==> src/rtl/par_serializer.sv <==
// par_serializer: DATA_W-bit valid/ready words to a throttled serial stream.
// Define PAR_SERIALIZER_PARITY_EN to append an even-parity bit per frame.
module par_serializer #(
  parameter int DATA_W    = 8,
  parameter bit LSB_FIRST = 1'b0,
  parameter int CNT_W     = $clog2(DATA_W+1)
) (
  input  logic              clk,
  input  logic              rst,
  input  logic [DATA_W-1:0] pll_in,
  input  logic              pll_vld,
  output logic              pll_rdy,
  input  logic              srl_en,
  output logic              srl_out,
  output logic              srl_vld,
  output logic              srl_start,
  output logic              srl_last,
  output logic              srl_ongoing
);

`ifdef PAR_SERIALIZER_PARITY_EN
  localparam int FRAME_W = DATA_W + 1;
`else
  localparam int FRAME_W = DATA_W;
`endif

  localparam logic [CNT_W-1:0] LAST_BC = CNT_W'(FRAME_W - 1);

  typedef enum logic {
    S_IDLE,
    S_SHIFT
  } state_t;

  state_t            r_state;
  logic [DATA_W-1:0] r_sr;
  logic [DATA_W-1:0] r_pr;
  logic              r_pv;
  logic              r_rdy;
  logic [CNT_W-1:0]  r_bc;

  logic              w_shift;
  logic              w_acc;
  logic              w_last;
  logic              w_free;
  logic              w_data_bit;
  logic              w_bit;
  logic              w_pv_nxt;
  logic [DATA_W-1:0] w_sr_nxt;

  assign w_shift    = (r_state == S_SHIFT);
  assign w_acc      = pll_vld && r_rdy;
  assign w_last     = w_shift && (r_bc == LAST_BC);
  assign w_free     = !w_shift || (w_last && srl_en);
  assign w_data_bit = LSB_FIRST ? r_sr[0] : r_sr[DATA_W-1];
  assign w_sr_nxt   = LSB_FIRST ? (r_sr >> 1) : (r_sr << 1);

`ifdef PAR_SERIALIZER_PARITY_EN
  logic r_par;
  logic r_ppar;
  logic w_is_par;

  assign w_is_par = (r_bc == CNT_W'(DATA_W));
  assign w_bit    = w_is_par ? r_par : w_data_bit;
`else
  assign w_bit    = w_data_bit;
`endif

  // Pending flag as it will be after this edge; pll_rdy tracks it so a
  // word landing in PR blocks the very next cycle.
  always_comb begin
    w_pv_nxt = r_pv;
    if (w_free) begin
      w_pv_nxt = r_pv && w_acc;
    end else if (w_acc) begin
      w_pv_nxt = 1'b1;
    end
  end

  always_ff @(posedge clk) begin
    if (rst) begin
      r_state <= S_IDLE;
      r_sr    <= '0;
      r_pr    <= '0;
      r_pv    <= 1'b0;
      r_rdy   <= 1'b0;
      r_bc    <= '0;
`ifdef PAR_SERIALIZER_PARITY_EN
      r_par   <= 1'b0;
      r_ppar  <= 1'b0;
`endif
    end else begin
      r_pv  <= w_pv_nxt;
      r_rdy <= !w_pv_nxt;
      if (w_free) begin
        if (r_pv) begin
          r_sr    <= r_pr;
          r_bc    <= '0;
          r_state <= S_SHIFT;
`ifdef PAR_SERIALIZER_PARITY_EN
          r_par   <= r_ppar;
`endif
          if (w_acc) begin
            r_pr   <= pll_in;
`ifdef PAR_SERIALIZER_PARITY_EN
            r_ppar <= ^pll_in;
`endif
          end
        end else if (w_acc) begin
          r_sr    <= pll_in;
          r_bc    <= '0;
          r_state <= S_SHIFT;
`ifdef PAR_SERIALIZER_PARITY_EN
          r_par   <= ^pll_in;
`endif
        end else begin
          r_state <= S_IDLE;
        end
      end else begin
        if (srl_en) begin
          r_sr <= w_sr_nxt;
          r_bc <= r_bc + CNT_W'(1);
        end
        if (w_acc) begin
          r_pr   <= pll_in;
`ifdef PAR_SERIALIZER_PARITY_EN
          r_ppar <= ^pll_in;
`endif
        end
      end
    end
  end

  assign pll_rdy     = r_rdy;
  assign srl_out     = w_shift && w_bit;
  assign srl_vld     = w_shift;
  assign srl_start   = w_shift && (r_bc == '0);
  assign srl_last    = w_last;
  assign srl_ongoing = w_shift || r_pv;

endmodule
==> config.mk <==
export PLATFORM = sky130hd
export DESIGN_NAME = par_serializer
export DESIGN_NICKNAME = d
export VERILOG_FILES = /design/src/rtl/par_serializer.sv
export SDC_FILE = /design/constraint.sdc
export NUM_CORES = 1
export LEC_CHECK = 0
export CORE_MARGIN = 2
export CORE_UTILIZATION = 30
export DETAILED_ROUTE_END_ITERATION = 8
export GPL_TIMING_DRIVEN = 0
export PLACE_DENSITY = 0.52
export SYNTH_ARGS = -nofsm -noshare
export SYNTH_HDL_FRONTEND = slang
export SYNTH_SLANG_ARGS = --single-unit
==> constraint.sdc <==
create_clock -name clk -period 3.52 [get_ports clk]
set_input_delay 0.704 -clock clk [delete_from_list [all_inputs] [get_ports clk]]
set_output_delay 0.704 -clock clk [all_outputs]
set_load 0.05 [all_outputs]
Fig. 1: the metal 1 layer
Supply wires on this layer in gray.
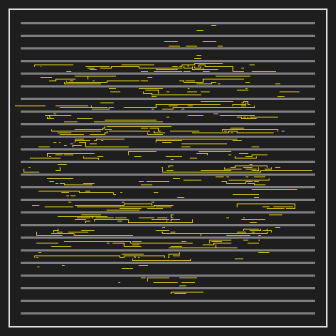
nets with wire on the layer = 144
share of all routed wire = 47%
via count: 935
total wire length: 2580 µm
met1 global-route usage: 14.8%

==> out/qor.yml <==
sta:
  fmax_mhz: 366
  setup_viol: 0
  holdWs_ns: 0.476
  setup_ws_ns: 0.784
  grt_setup_unrepaired: "false"
  skew_ns: 0.00187
  slew_viol_final: 0
  min_period_ns: 2.74
  worst_pin_slew_ns: 0.491
clock_network:
  hold_buffers: 0
  cts-resized-gates: 0
  cts_setup_buffers: 0
  clock.latency.late_pin_ns: 0.26
  clock-root-buffer: "clkbuf_8"
  clkSinkCount: 23
  clk_pin_slew_ns: 0.08
synthesis:
  synth_area_um2: 1230
  yosys_cells: 127
  yosys.area_share.simple_pct: 24.8
  ys_area_um2: 1230
  synthTopCellsByArea: "dfxtp_1, nand2b_1, mux2i_1, mux2_2, o22ai_1"
  synthAoiAreaFrac_pct: 10.8
  fa_ha_area_share_pct: 2.84
  yosys_warnings: 0
  synth_area_per_cell_um2: 9.71
  yosys.stat.seqShare_pct: 37.3
  ys_ff: 23
  syn_inst: 127
  netlist-cell-type-count: 31
setup_path:
  endpoint_kind: "output pin"
  crit_buf_inv: 1
  crit_path_max_fanout: 4
  cp_top_family: "buffers and inverters"
  cp.required_ns: 2.82
  crit_type: "reg -> out"
  critical_path.startpoint: "r_bc[0]"
  startpoint_type: "flip-flop"
  r2r-start: "r_bc[0]"
  slowest_stage: "clkdlybuf4s50_1"
  worstPathArrival_ns: 2.03
  critical_path_depth: 4
  reg2reg_slack_ns: 1.89
  slowest_delay_ns: 0.79
  worstSetupEndpoint: "srl_last"
finish:
  clkbuf_count: 4
  fin_area_um2: 1510
  buffer_area_share_pct: 14.3
  logic_area_um2: 712
  final_common_cell: "nand2b_1"
  nMultiInputCombCells: 93
  sh_comb_area_pct: 47.1
  n_antenna_cell: 0
  fin_cells: 198
flow_run:
  drv_cap: 0
  tool_warnings: 27
pwr:
  power_w: 0.000553
  cellLeakagePower_nw: 0.589
  power_density_nw_per_um2: 366
  vdd_drop_max_mv: 0.285
  combPwrFrac_pct: 19.6
  switchingPower_w: 0.000148
  pwr-share-seq_pct: 50.3
min_path:
  min-delay-path-class: "reg -> reg"
  min_to: "r_pr[3]"
  hold_start: "r_pr[3]"
place:
  hpwlAfterDp_um: 1860
  place_congestion: 0.718
  dp_cells: 194
floorplanning:
  core.rowCount: 23
  taps: 50
  floorplan.core_util_pct: 31.1
  coreArea_um2: 3970
global_routing:
  grt_max_degree: 13
  grt_first_pass_wirelength_um: 4400
  antenna_found_initial: 0
drt:
  wl_per_cell_um: 13.0
  drc: 0
run_status:
  status: "finished clean"
Fig. 2: port wiring
Scale bar: 20 µm.
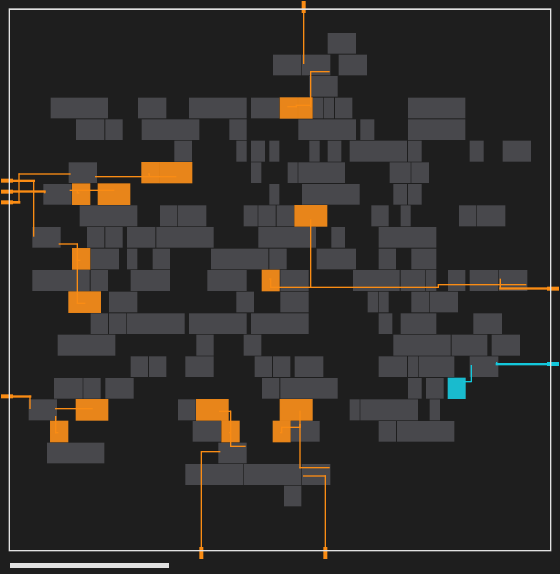
cyan -> `srl_out`  # direction output, end cells 1, wire 9.30 µm
orange -> `pll_in`  # direction input, end cells 16, wire 175 µm
I/O pin cnt: 18
buffers added on ports: 17

## synth_stat cells (all sizes together)
| cell type | instances |
|---|---|
| clkbuf | 3 |
| a31oi | 1 |
| or2 | 1 |
| nand3b | 1 |
| nor2b | 3 |
| mux2i | 15 |
| o21ai | 3 |
| a21oi | 4 |
| and2 | 2 |
| mux2 | 7 |
| xnor2 | 1 |
| inv | 4 |
| and3b | 1 |
| maj3 | 1 |
| dfxtp | 23 |
| o22ai | 8 |
| a32oi | 1 |
| o21ba | 1 |
| nor3 | 1 |
| nand2 | 5 |
| and4bb | 1 |
| nand2b | 25 |
| nand4 | 2 |
| nor2 | 3 |
| ha | 2 |
| buf | 4 |
| nand3 | 3 |
| or3 | 1 |
## routing by layer
| layer | vias up | GRT usage, % | wire, µm |
|---|---|---|---|
| met5 | - | 0 | 0 |
| met4 | 0 | 3.00 | 15 |
| met3 | 2 | 2.96 | 99 |
| met2 | 15 | 23.4 | 1260 |
| met1 | 437 | 14.8 | 1200 |
| li1 | 481 | - | - |
## cell families after synthesis
family	count (synthesis)
xor+xnor	1
simple gates	49
mux	22
compound gates	18
flops	23
fa+ha+maj	3
buf+inv	11
## power groups by stage
| stage | sequential, W | clock, W | combinational, W |
|---|---|---|---|
| 6_report | 0.000278 | 0.000166 | 0.000108 |
| 5_1_grt | 0.000280 | 0.000183 | 0.000119 |
| 4_1_cts | 0.000279 | 0.000176 | 0.000110 |
| 3_5_place_dp | 0.000285 | 0 | 0.000109 |
| 3_3_place_gp | 0.000284 | 0 | 0.000109 |
| 2_1_floorplan | 0.000289 | 0 | 0.0000678 |
## registers in the layout (all words and copies together) (netlist names)
register,count
pll_rdy,1
r_bc,4
r_pr,8
r_pv,1
r_sr,8
srl_vld,1
No activity file was given, so power comes from the tool's default toggle rates.
